**config.mk**
```make
export PLATFORM = sky130hd
export DESIGN_NAME = div_restoring_seq
export DESIGN_NICKNAME = d
export VERILOG_FILES = /design/src/rtl/div_restoring_seq_pkg.sv /design/src/rtl/div_restoring_seq_sub_borrow_cell.sv /design/src/rtl/div_restoring_seq.sv
export SDC_FILE = /design/constraint.sdc
export NUM_CORES = 1
export LEC_CHECK = 0
export CAP_MARGIN = 25
export CELL_PAD_IN_SITES_DETAIL_PLACEMENT = 1
export CELL_PAD_IN_SITES_GLOBAL_PLACEMENT = 1
export CORE_ASPECT_RATIO = 0.9
export CORE_MARGIN = 2
export CORE_UTILIZATION = 34
export CTS_CLUSTER_DIAMETER = 60
export DETAILED_ROUTE_END_ITERATION = 16
export PLACE_DENSITY_LB_ADDON = 0.25
export SLEW_MARGIN = 20
export SYNTH_ARGS = -nofsm -noshare
export SYNTH_HDL_FRONTEND = slang
export SYNTH_SLANG_ARGS = --single-unit
```
**constraint.sdc**
```tcl
create_clock -name clk -period 2.8 [get_ports clk]
set_clock_uncertainty 0.2 [all_clocks]
set_input_delay 0.42 -clock clk [delete_from_list [all_inputs] [get_ports clk]]
set_output_delay 0.42 -clock clk [all_outputs]
set_load 0.03 [all_outputs]
```
**src/rtl/div_restoring_seq_pkg.sv**
```systemverilog
// Shared constants for the restoring divider: FSM state encoding and default operand width.
package div_restoring_seq_pkg;

  localparam int unsigned DEFAULT_WIDTH = 4;

  localparam logic [1:0] IDLE = 2'd0;
  localparam logic [1:0] CALC = 2'd1;
  localparam logic [1:0] DONE = 2'd2;

endpackage

```
**src/rtl/div_restoring_seq_sub_borrow_cell.sv**
```systemverilog
// Ripple-borrow subtractor (diff = a - b) built from full-subtractor bit cells.
module div_restoring_seq_sub_borrow_cell #(
  parameter int unsigned WIDTH = 5
) (
  input  logic [WIDTH-1:0] a,
  input  logic [WIDTH-1:0] b,
  output logic [WIDTH-1:0] diff,
  output logic             borrow_out
);

  logic [WIDTH:0] borrow;

  assign borrow[0] = 1'b0;

  for (genvar i = 0; i < WIDTH; i++) begin : g_cell
    assign diff[i]       = a[i] ^ b[i] ^ borrow[i];
    assign borrow[i+1]   = (~a[i] & b[i]) | (~(a[i] ^ b[i]) & borrow[i]);
  end

  assign borrow_out = borrow[WIDTH];

endmodule

```
**src/rtl/div_restoring_seq.sv**
```systemverilog
// Sequential unsigned restoring divider, one quotient bit per clock.
// Define DIV_ZERO_FAST_EN to finish a divide-by-zero in one cycle instead of WIDTH+1.
module div_restoring_seq
  import div_restoring_seq_pkg::*;
#(
  parameter int unsigned WIDTH = DEFAULT_WIDTH
) (
  input  logic             clk,
  input  logic             rst,
  input  logic             start,
  input  logic [WIDTH-1:0] dividend,
  input  logic [WIDTH-1:0] divisor,
  output logic             busy,
  output logic             done,
  output logic [WIDTH-1:0] quotient,
  output logic [WIDTH-1:0] remainder,
  output logic             div_by_zero
);

  localparam int unsigned CntW = $clog2(WIDTH + 1);

  logic [1:0]       state_q, state_d;
  logic [CntW-1:0]  count_q, count_d;
  logic [WIDTH-1:0] rem_q, rem_d;
  // Holds the unconsumed dividend bits in the top and the quotient bits shifted in below.
  logic [WIDTH-1:0] quo_q, quo_d;
  logic [WIDTH-1:0] divisor_q, divisor_d;
  logic             dbz_q, dbz_d;

  logic [WIDTH:0]   shifted;
  logic [WIDTH:0]   trial;
  logic             borrow;
  logic             unused_trial_msb;

  assign shifted = {rem_q, quo_q[WIDTH-1]};

  div_restoring_seq_sub_borrow_cell #(
    .WIDTH(WIDTH + 1)
  ) u_sub (
    .a         (shifted),
    .b         ({1'b0, divisor_q}),
    .diff      (trial),
    .borrow_out(borrow)
  );

  // Without a borrow the trial result is below the divisor, so its MSB is always zero.
  assign unused_trial_msb = trial[WIDTH];

  always_comb begin
    state_d   = state_q;
    count_d   = count_q;
    rem_d     = rem_q;
    quo_d     = quo_q;
    divisor_d = divisor_q;
    dbz_d     = dbz_q;
    case (state_q)
      IDLE: begin
        if (start) begin
          quo_d     = dividend;
          rem_d     = '0;
          divisor_d = divisor;
          count_d   = CntW'(WIDTH);
          dbz_d     = 1'b0;
          state_d   = CALC;
`ifdef DIV_ZERO_FAST_EN
          if (divisor == '0) begin
            quo_d   = '1;
            rem_d   = dividend;
            dbz_d   = 1'b1;
            state_d = DONE;
          end
`endif
        end
      end
      CALC: begin
        quo_d   = {quo_q[WIDTH-2:0], ~borrow};
        rem_d   = borrow ? shifted[WIDTH-1:0] : trial[WIDTH-1:0];
        count_d = count_q - CntW'(1);
        if (count_q == CntW'(1)) begin
          state_d = DONE;
          dbz_d   = (divisor_q == '0);
        end
      end
      DONE: begin
        state_d = IDLE;
      end
      default: begin
        state_d = IDLE;
      end
    endcase
  end

  always_ff @(posedge clk or posedge rst) begin
    if (rst) begin
      state_q   <= IDLE;
      count_q   <= '0;
      rem_q     <= '0;
      quo_q     <= '0;
      divisor_q <= '0;
      dbz_q     <= 1'b0;
    end else begin
      state_q   <= state_d;
      count_q   <= count_d;
      rem_q     <= rem_d;
      quo_q     <= quo_d;
      divisor_q <= divisor_d;
      dbz_q     <= dbz_d;
    end
  end

  assign busy        = (state_q != IDLE);
  assign done        = (state_q == DONE);
  assign quotient    = quo_q;
  assign remainder   = rem_q;
  assign div_by_zero = dbz_q;

endmodule

```
==> out/qor.yml <==
detailed_routing:
  ant_nets: 0
  wire_per_inst_um: 15.5
  vias: 719
  routed_wl_um: 2130
  drc: 0
  avgViaCountPerCell: 5.21
  first_pass_iters: 3
placement:
  place.gp.congestion: 0.736
  port_buffers: 21
  dpl.hpwl_um: 1650
worst_setup_path:
  r2r_end: "remainder[3]$_DFFE_PP0P_"
  start_kind: "flop"
  endpoint_kind: "flop"
  crit_arrival_ps: 2690
  cpMostUsedCell: "fa_1"
  slowest_stage: "fa_1"
  critPathKind: "flop to flop"
  crit_chain: "inv_1 > ha_1 > fa_1 > fa_1 > fa_1 > nand2b_2 > o22ai_1 > a22o_1"
  cp_max_fo: 5
  cp.required_ps: 2810
  rr_startpoint: "quotient[3]$_DFFE_PP0P_"
  ff2ff_setup_slack_ps: 120
layout:
  antenna_cells: 0
  sh_comb_area_pct: 36.8
  comb_cells: 56
  drive_gt1_share_pct: 10.2
  num-nets-final: 126
  seqCellArea_um2: 452
  design.seq.count: 18
  dominant_cells: "flip-flops and latches"
  n_clock_buffer: 4
  bufAreaShareNonClock_pct: 17.5
  nNonClkBuffers: 21
  syn_to_final_growth_pct: 26.8
  sh_seq_area_pct: 37.6
  n_fill_cell: 303
  inverters_excl_clock: 9
  comb_area_um2: 442
cts:
  cts_buffer_depth: 2
  htreeDepth: 1
  cts_root_buffer: "clkbuf_4"
  clkLatencyLatePin_ps: 310
  cts_tree: "done"
  clk_pin_slew_ps: 110
  hold_buffers: 0
  cts_buffers: 3
  cts_resized: 0
  clock_sinks: 18
  post-cts-setup-buffers: 0
pwr:
  irDropWorstVdd_v: 0.000359
  total_power_w: 0.00155
synthesis:
  synth_warnings: 0
  synth_flops: 18
  ys_area_um2: 947
  synth_top_cell_by_area: "dfrtp_1"
  ys_seq_share_pct: 47.6
  synthesis.area_um2: 947
  yosysTopAreaCellShare_pct: 47.6
  area_leaders: "dfrtp_1, fa_1, o22ai_1"
  synthDistinctLibCells: 26
  avgSynthCellArea_um2: 10.9
  ys_cells: 87
worst_hold_path:
  hold_class: "primary input to asynchronous set/reset pin"
global_route:
  antenna_found_initial: 0
  grt_pass1_wl_um: 3600
  grt_max_degree: 19
  grt_overflow: 0
  grt-busiest-layer: "met2"
  track_usage_pct: 15.8
  grt_pass1_vias: 747
  grt_use_met3_pct: 4.33
die:
  fp_util_pct: 35.0
  fp.dieW_um: 59.6
  die_y_um: 54.1
  n_tap_cell: 30
  pin_count: 22
  core_area_mm2: 0.00270
  rows: 18
final_timing:
  rsz0062_at_grt: "no"
  min_period_ps: 2680
  tns_ps: 0
  hold_viol: 0
  report.final.slew_viol_count: 0
  relSlewSlack_pct: 49.6
  fin_crit_sh_pct: 95.8
  max_freq_ghz: 0.373
  setup_viol: 0
  worst-slew-pin-transition_ps: 755
run:
  warnings: 27
  drv_cap: 0
status:
  outcome: "completed"
==> cells in the final DEF (no fill, tap or decap), types with 4 or more instances in the layout <==
cell / netlist / routed
a21oi_1: 5 / 5
inv_1: 9 / 9
dfrtp_1: 18 / 17
clkdlybuf4s50_1: 0 / 21
o22ai_1: 9 / 9
o21ai_0: 5 / 5
nor2_1: 4 / 4
==> worst max-delay path, delay by kind of cell, from the launching register on <==
family | cells | cell delay (ps)
compound gates | 2 | 340
fa+ha+maj | 4 | 1400
buf+inv | 1 | 70
flops | 1 | 400
simple gates | 1 | 170
==> synthesized netlist by cell type <==
| cell type | number |
|---|---|
| mux2_2 | 1 |
| buf_2 | 1 |
| clkbuf_1 | 2 |
| fa_1 | 3 |
| or2b_1 | 1 |
| o21bai_1 | 2 |
| ha_1 | 3 |
| mux2_4 | 3 |
| nand2b_1 | 2 |
| nor4_1 | 1 |
| nor2_1 | 4 |
| and3_1 | 1 |
| and2_1 | 1 |
| dfrtp_1 | 18 |
| nand3_1 | 2 |
| a21oi_1 | 5 |
| mux2i_1 | 3 |
| buf_6 | 1 |
| o21ai_0 | 5 |
| a22o_2 | 2 |
| inv_1 | 9 |
| a22o_1 | 2 |
| o22ai_1 | 9 |
| nor2b_1 | 2 |
| nand2_1 | 3 |
| or3b_1 | 1 |
==> cells by family after synthesis <==
family,synth area share [%]
AOI/OAI and AO/OA,16.8
DFF,47.6
buffers and inverters,6.08
and+or+nand+nor,10.2
muxes,9.11
adders and majority gates,10.3
==> worst max-delay path by stage <==
stage	startpoint	end	slack, ps	cells after the start
after floorplan	quotient[3]$_DFFE_PP0P_	remainder[3]$_DFFE_PP0P_	90	9
after global placement	quotient[3]$_DFFE_PP0P_	remainder[3]$_DFFE_PP0P_	150	8
after detailed placement	quotient[3]$_DFFE_PP0P_	remainder[3]$_DFFE_PP0P_	60	8
after CTS	quotient[3]$_DFFE_PP0P_	remainder[3]$_DFFE_PP0P_	20	8
after global routing	quotient[3]$_DFFE_PP0P_	remainder[2]$_DFFE_PP0P_	40	8
final	quotient[3]$_DFFE_PP0P_	remainder[3]$_DFFE_PP0P_	120	8
==> through the flow <==
stage	instances	instance area, µm²	worst slack (ps)	util (%)
3_5_place_dp	134	1170	58.3	43.4
6_report	138	1200	117	44.4
3_3_place_gp	134	1170	151	43.4
5_1_grt	138	1200	35.2	44.4
2_1_floorplan	87	950	86.7	-
4_1_cts	138	1200	18.7	44.4
==> power breakdown <==
group / switching (W) / leakage (nW) / internal [W]
logic: 0.000483 / 0.314 / 0.000430
registers: 0.000109 / 0.211 / 0.000386
clock network: 0.0000833 / 0.0150 / 0.0000555
total: 0.000676 / 0.540 / 0.000871
==> registers in the layout, summed over array words and instances (netlist names) <==
signal,count
divisor_q,4
div_by_zero,1
remainder,4
state_q,2
count_q,3
quotient,4
==> metal layers <==
| metal | up-vias | routed length [µm] | part of all wire [%] |
|---|---|---|---|
| li1 | 346 | - | - |
| met3 | 2 | 65 | 3.0 |
| met2 | 9 | 1080 | 50 |
| met5 | - | 0 | 0 |
| met4 | 0 | 27 | 1.3 |
| met1 | 362 | 962 | 45 |
Figure 1. Met1 routing.
Bar = 20 µm. Supply wires on this layer in grey.
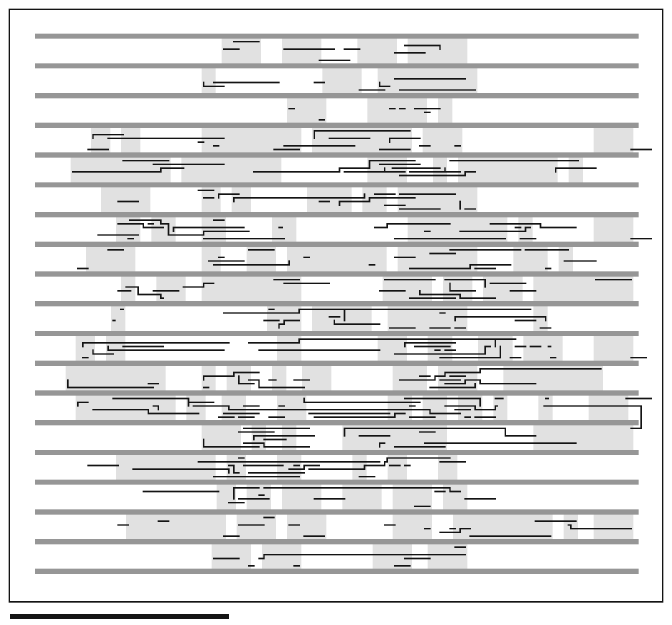
The layer carries 962 µm of wire. The layer holds 45% of the routed length. The wires run mostly horizontal.

Figure 2. Wires at chosen ports, followed through buffers.
Bar = 20 µm.
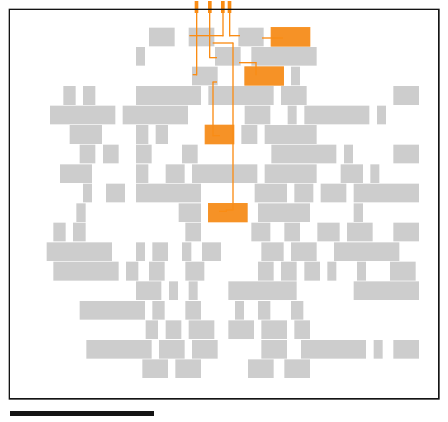
Key: `divisor` = orange [bits 4, direction input, end cells 4, buffers 4, wire 72.9 µm]

Figure 3. Routing congestion.
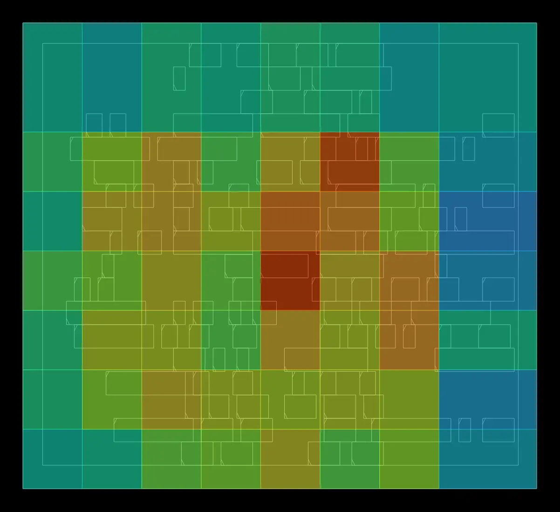
met1 GRT Util: 17.8%
GR Util met2: 27.8%

Figure 4. Register map, names as in the netlist.
Bar = 20 µm. Other sequential cells in the stronger grey, the rest of the logic in the fainter grey.
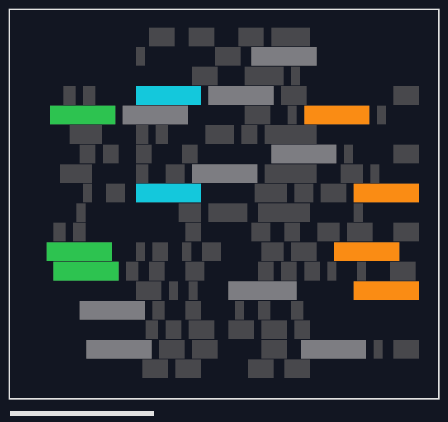
Key: `remainder` = orange [placed flops 4, where east]; `count_q` = green [placed flops 3]; `state_q` = cyan [placed flops 2]
Another 9 sequential cells are not coloured.

Power is estimated from default activity; no workload was simulated.
